==> config.mk <==
export PLATFORM = sky130hd
export DESIGN_NAME = ps2_key_event_sequencer
export DESIGN_NICKNAME = d
export VERILOG_FILES = /design/src/rtl/ps2_key_event_sequencer.sv
export SDC_FILE = /design/constraint.sdc
export NUM_CORES = 1
export LEC_CHECK = 0
export CAP_MARGIN = 40
export CORE_MARGIN = 4
export CORE_UTILIZATION = 59
export CTS_CLUSTER_DIAMETER = 120
export DETAILED_ROUTE_END_ITERATION = 8
export GPL_TIMING_DRIVEN = 0
export PLACE_DENSITY_LB_ADDON = 0.15
export SLEW_MARGIN = 10
export SYNTH_ARGS = -nofsm -noshare
export SYNTH_HDL_FRONTEND = slang
export SYNTH_SLANG_ARGS = --single-unit
==> constraint.sdc <==
create_clock -name clk -period 2.95 [get_ports clk]
set_input_delay 0.59 -clock clk [delete_from_list [all_inputs] [get_ports clk]]
set_output_delay 0.59 -clock clk [all_outputs]
set_load 0.1 [all_outputs]
==> src/rtl/ps2_key_event_sequencer.sv <==
// ps2_key_event_sequencer: PS/2 scan bytes -> make/break key events in a FIFO.
// Strips 0xE0/0xF0 prefixes, drops non-key bytes, times out stale prefixes.
// Ports: clk, reset (async, high); scan_ready/scan_code in;
//   event_valid/event_ready handshake with event_code/extended/break;
//   overflow (sticky, cleared by overflow_clear); protocol_error (pulse).
// Option: define PS2_KEY_REPEAT_FILTER_EN to drop typematic make repeats.
module ps2_key_event_sequencer #(
  parameter int FIFO_DEPTH     = 8,
  parameter int TIMEOUT_CYCLES = 100000
) (
  input  logic       clk,
  input  logic       reset,
  input  logic       scan_ready,
  input  logic [7:0] scan_code,
  output logic       event_valid,
  input  logic       event_ready,
  output logic [7:0] event_code,
  output logic       event_extended,
  output logic       event_break,
  output logic       overflow,
  input  logic       overflow_clear,
  output logic       protocol_error
);
  localparam int AW = $clog2(FIFO_DEPTH);
  localparam int TW = $clog2(TIMEOUT_CYCLES + 1);
  localparam logic [TW-1:0] T_LAST = TW'(TIMEOUT_CYCLES - 1);
  localparam logic [AW:0]   F_FULL = (AW+1)'(FIFO_DEPTH);

  typedef enum logic [1:0] {
    S_IDLE,
    S_EXT,
    S_BRK
  } state_t;

  state_t        r_state, w_state_nx;
  logic          r_ext, w_ext_nx;
  logic [TW-1:0] r_tcnt;
  logic          w_expire;
  logic          w_is_e0, w_is_f0, w_is_noise;
  logic          w_dec_v, w_dec_ext, w_dec_brk;
  logic          w_err_nx, w_rep, w_push_nx;
  logic          r_pv, r_pext, r_pbrk;
  logic [7:0]    r_pcode;
  logic          r_err;

  assign w_is_e0    = scan_code == 8'hE0;
  assign w_is_f0    = scan_code == 8'hF0;
  assign w_is_noise = scan_code inside {8'h00, 8'hFF, 8'hAA, 8'hFA,
                                        8'hFE, 8'hFC, 8'hEE, 8'hE1};

  // A byte arriving in the expiry cycle wins over the timeout.
  assign w_expire = (r_state != S_IDLE) && !scan_ready &&
                    (r_tcnt == T_LAST);

  always_comb begin
    w_state_nx = r_state;
    w_ext_nx   = r_ext;
    w_dec_v    = 1'b0;
    w_dec_ext  = 1'b0;
    w_dec_brk  = 1'b0;
    w_err_nx   = 1'b0;
    if (scan_ready) begin
      unique case (r_state)
        S_IDLE: begin
          unique case (1'b1)
            w_is_e0: w_state_nx = S_EXT;
            w_is_f0: begin
              w_state_nx = S_BRK;
              w_ext_nx   = 1'b0;
            end
            w_is_noise: begin
            end
            default: w_dec_v = 1'b1;
          endcase
        end
        S_EXT: begin
          unique case (1'b1)
            w_is_f0: begin
              w_state_nx = S_BRK;
              w_ext_nx   = 1'b1;
            end
            w_is_e0: w_err_nx = 1'b1;
            default: begin
              w_dec_v    = 1'b1;
              w_dec_ext  = 1'b1;
              w_state_nx = S_IDLE;
              w_ext_nx   = 1'b0;
            end
          endcase
        end
        S_BRK: begin
          w_state_nx = S_IDLE;
          w_ext_nx   = 1'b0;
          if (w_is_e0 || w_is_f0) begin
            w_err_nx = 1'b1;
          end else begin
            w_dec_v   = 1'b1;
            w_dec_ext = r_ext;
            w_dec_brk = 1'b1;
          end
        end
        default: begin
          w_state_nx = S_IDLE;
          w_ext_nx   = 1'b0;
        end
      endcase
    end else if (w_expire) begin
      w_state_nx = S_IDLE;
      w_ext_nx   = 1'b0;
      w_err_nx   = 1'b1;
    end
  end

`ifdef PS2_KEY_REPEAT_FILTER_EN
  logic       r_lm_v, r_lm_ext;
  logic [7:0] r_lm_code;
  logic       w_lm_hit;

  assign w_lm_hit = r_lm_v && (r_lm_ext == w_dec_ext) &&
                    (r_lm_code == scan_code);
  assign w_rep    = w_dec_v && !w_dec_brk && w_lm_hit;

  always_ff @(posedge clk or posedge reset) begin
    if (reset) begin
      r_lm_v    <= 1'b0;
      r_lm_ext  <= 1'b0;
      r_lm_code <= 8'h00;
    end else if (w_dec_v) begin
      if (!w_dec_brk) begin
        r_lm_v    <= 1'b1;
        r_lm_ext  <= w_dec_ext;
        r_lm_code <= scan_code;
      end else if (w_lm_hit) begin
        r_lm_v <= 1'b0;
      end
    end
  end
`else
  assign w_rep = 1'b0;
`endif

  assign w_push_nx = w_dec_v && !w_rep;

  always_ff @(posedge clk or posedge reset) begin
    if (reset) begin
      r_state <= S_IDLE;
      r_ext   <= 1'b0;
      r_tcnt  <= '0;
      r_err   <= 1'b0;
      r_pv    <= 1'b0;
      r_pcode <= 8'h00;
      r_pext  <= 1'b0;
      r_pbrk  <= 1'b0;
    end else begin
      r_state <= w_state_nx;
      r_ext   <= w_ext_nx;
      r_err   <= w_err_nx;
      r_pv    <= w_push_nx;
      r_pcode <= scan_code;
      r_pext  <= w_dec_ext;
      r_pbrk  <= w_dec_brk;
      if (scan_ready || (w_state_nx == S_IDLE))
        r_tcnt <= '0;
      else
        r_tcnt <= r_tcnt + TW'(1);
    end
  end

  logic [9:0]    r_mem [FIFO_DEPTH];
  logic [AW-1:0] r_wptr, r_rptr;
  logic [AW:0]   r_cnt;
  logic          r_ovf;
  logic          w_full, w_pop, w_wr;
  logic [9:0]    w_head;

  assign w_full = r_cnt == F_FULL;
  assign w_pop  = event_valid && event_ready;
  assign w_wr   = r_pv && (!w_full || w_pop);

  always_ff @(posedge clk) begin
    if (w_wr) r_mem[r_wptr] <= {r_pcode, r_pext, r_pbrk};
  end

  always_ff @(posedge clk or posedge reset) begin
    if (reset) begin
      r_wptr <= '0;
      r_rptr <= '0;
      r_cnt  <= '0;
      r_ovf  <= 1'b0;
    end else begin
      if (w_wr)  r_wptr <= r_wptr + AW'(1);
      if (w_pop) r_rptr <= r_rptr + AW'(1);
      unique case ({w_wr, w_pop})
        2'b10:   r_cnt <= r_cnt + (AW+1)'(1);
        2'b01:   r_cnt <= r_cnt - (AW+1)'(1);
        default: r_cnt <= r_cnt;
      endcase
      if (r_pv && !w_wr)
        r_ovf <= 1'b1;
      else if (overflow_clear)
        r_ovf <= 1'b0;
    end
  end

  // Head fields read as zero while empty so stale entries never leak.
  assign event_valid = r_cnt != '0;
  assign w_head      = event_valid ? r_mem[r_rptr] : 10'd0;
  assign event_code     = w_head[9:2];
  assign event_extended = w_head[1];
  assign event_break    = w_head[0];
  assign overflow       = r_ovf;
  assign protocol_error = r_err;
endmodule
==> run_1/congestion.png <==
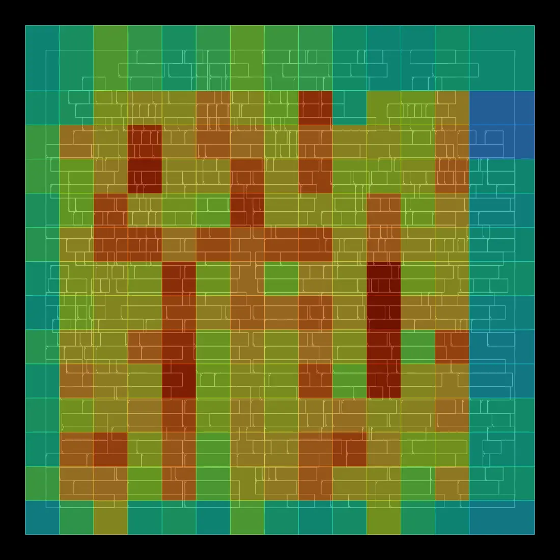
final core occ: 0.766
grt met2 use: 0.365
met1 Use GR: 0.326

==> run_1/clk_routes.png <==
Scale: 4 px per um.
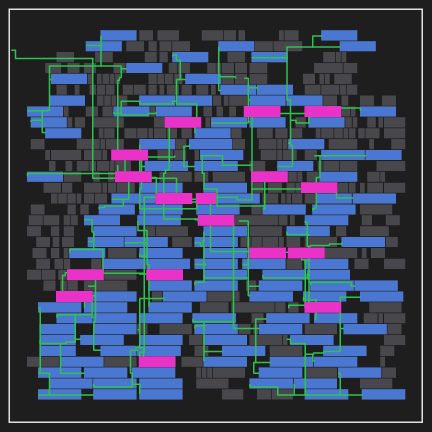
Key: clock drivers = magenta [count 17]; clock wires = green [length 1,370 um]; flip-flops = blue [count 123]
There are 18 routed clock nets. Position of the flops: all over the die.
final setup skew: 7.24 ps
worst skew pair latency: 510 ps
Clock group: 2.10 mW
Clock Power Share: 0.278

==> run_1/io_fan.png <==
Scale: 4 px per um.
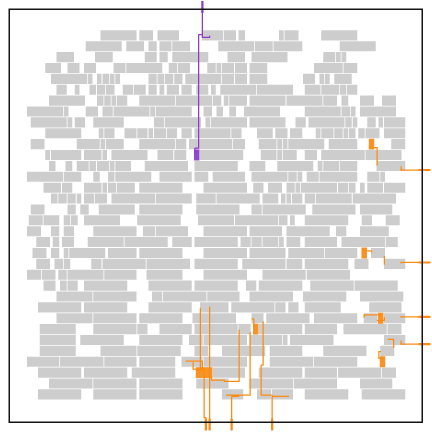
Key: event_extended = purple [bits 1, direction output, end cells 1, buffers 1, wire 40.2 um]; event_code = orange [bits 8, direction output, end cells 8, buffers 13, wire 200 um]
I/O pins: 26
IO Port Bufs: 25

==> out/metrics.yaml, run 1 <==
outcome:
  status: "finished with violations"
  violations: "setup timing"
global_routing:
  antenna_found_initial: 0
  grt.total_usage: 0.231
  gr-total-overflow: 0
floorplanning:
  die_x_um: 103
  tap_cells: 108
  rows: 34
pwr:
  comb_power_share: 0.421
  p_int_mw: 4.70
  seqPwrFrac: 0.301
layout:
  final_cell_area_mm2: 0.00671
  largest_reg_flops: 80
  clock_area_frac: 0.0900
setup_path:
  path_delay_family: "buffers and inverters"
cts:
  postCtsHoldBufs: 0
logic_synthesis:
  yosys-stat-area_mm2: 0.00531
  top_cell_area_share: 0.452
final_timing:
  setup_viol: 6
  setup_slack_ps: -95.0
==> run 1 -> run 2 <==
--- a/config.mk
+++ b/config.mk
@@ -11,6 +11,7 @@
 export CTS_CLUSTER_DIAMETER = 120
 export DETAILED_ROUTE_END_ITERATION = 8
 export GPL_TIMING_DRIVEN = 0
+export HOLD_SLACK_MARGIN = 0.12
 export PLACE_DENSITY_LB_ADDON = 0.15
 export SLEW_MARGIN = 10
 export SYNTH_ARGS = -nofsm -noshare
==> run_2/metal_density.png <==
Scale: 4 px per um. The die is cut into 21 by 21 equal tiles; white is low, dark blue is high, scaled to the fullest tile. Values are wire area over tile area, all layers added.
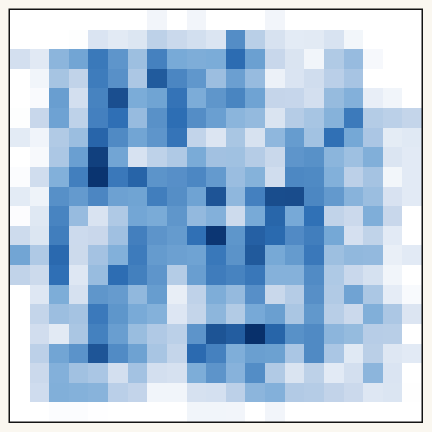
The densest ninth of the die: centre. The emptiest ninth of the die: upper right. 31% of the tiles are over half the peak. The mean over all tiles is 0.16.

==> run_2/logic_types.png <==
Scale: 4 px per um.
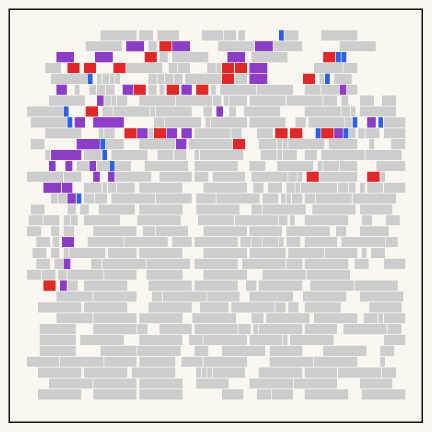
Key: inv cells = blue [cells 15, most used inv_1]; xor and xnor cells = red [cells 23, most used xnor2_1]; aoi and oai cells = purple [cells 35, most used a211oi_1]
Non-Filler Instances: 533
Comb/total area: 0.258
most common logic cell in the routed design: edfxtp_1

==> run 2 against run 1 <==
Against the previous run: the flow still finishes with violations (setup timing); clock skew did not move; first-iteration DRC count is the same; register-to-register slack about the same; flip-flop count did not move; critical path depth unchanged; synthesized cell count did not move; via count unchanged; combinational power about the same; wire length is the same; sequential share of layout area stayed put; sequential power about the same; synthesized area stayed put; largest power group unchanged.
==> out/metrics.yaml, run 2 <==
pwr:
  comb_power_share: 0.421
  clock_net_power_mw: 2.10
  p_int_mw: 4.70
  seqPwrFrac: 0.301
layout:
  finish.utilization: 0.766
  clock_area_frac: 0.0900
  largest_reg_flops: 80
  final_cell_area_mm2: 0.00671
final_timing:
  setup_slack_ps: -95.0
  clock_skew_ps: 7.24
  setup_viol: 6
logic_synthesis:
  yosys-stat-area_mm2: 0.00531
  top_cell_area_share: 0.452
floorplanning:
  die_x_um: 103
  ios: 26
  tap_cells: 108
outcome:
  status: "finished with violations"
  violations: "setup timing"
global_routing:
  grt.total_usage: 0.231
  met2_usage: 0.365
cts:
  postCtsHoldBufs: 0
  clk_latency_ps: 510
setup_path:
  path_delay_family: "buffers and inverters"
No activity file was given, so power comes from the tool's default toggle rates.
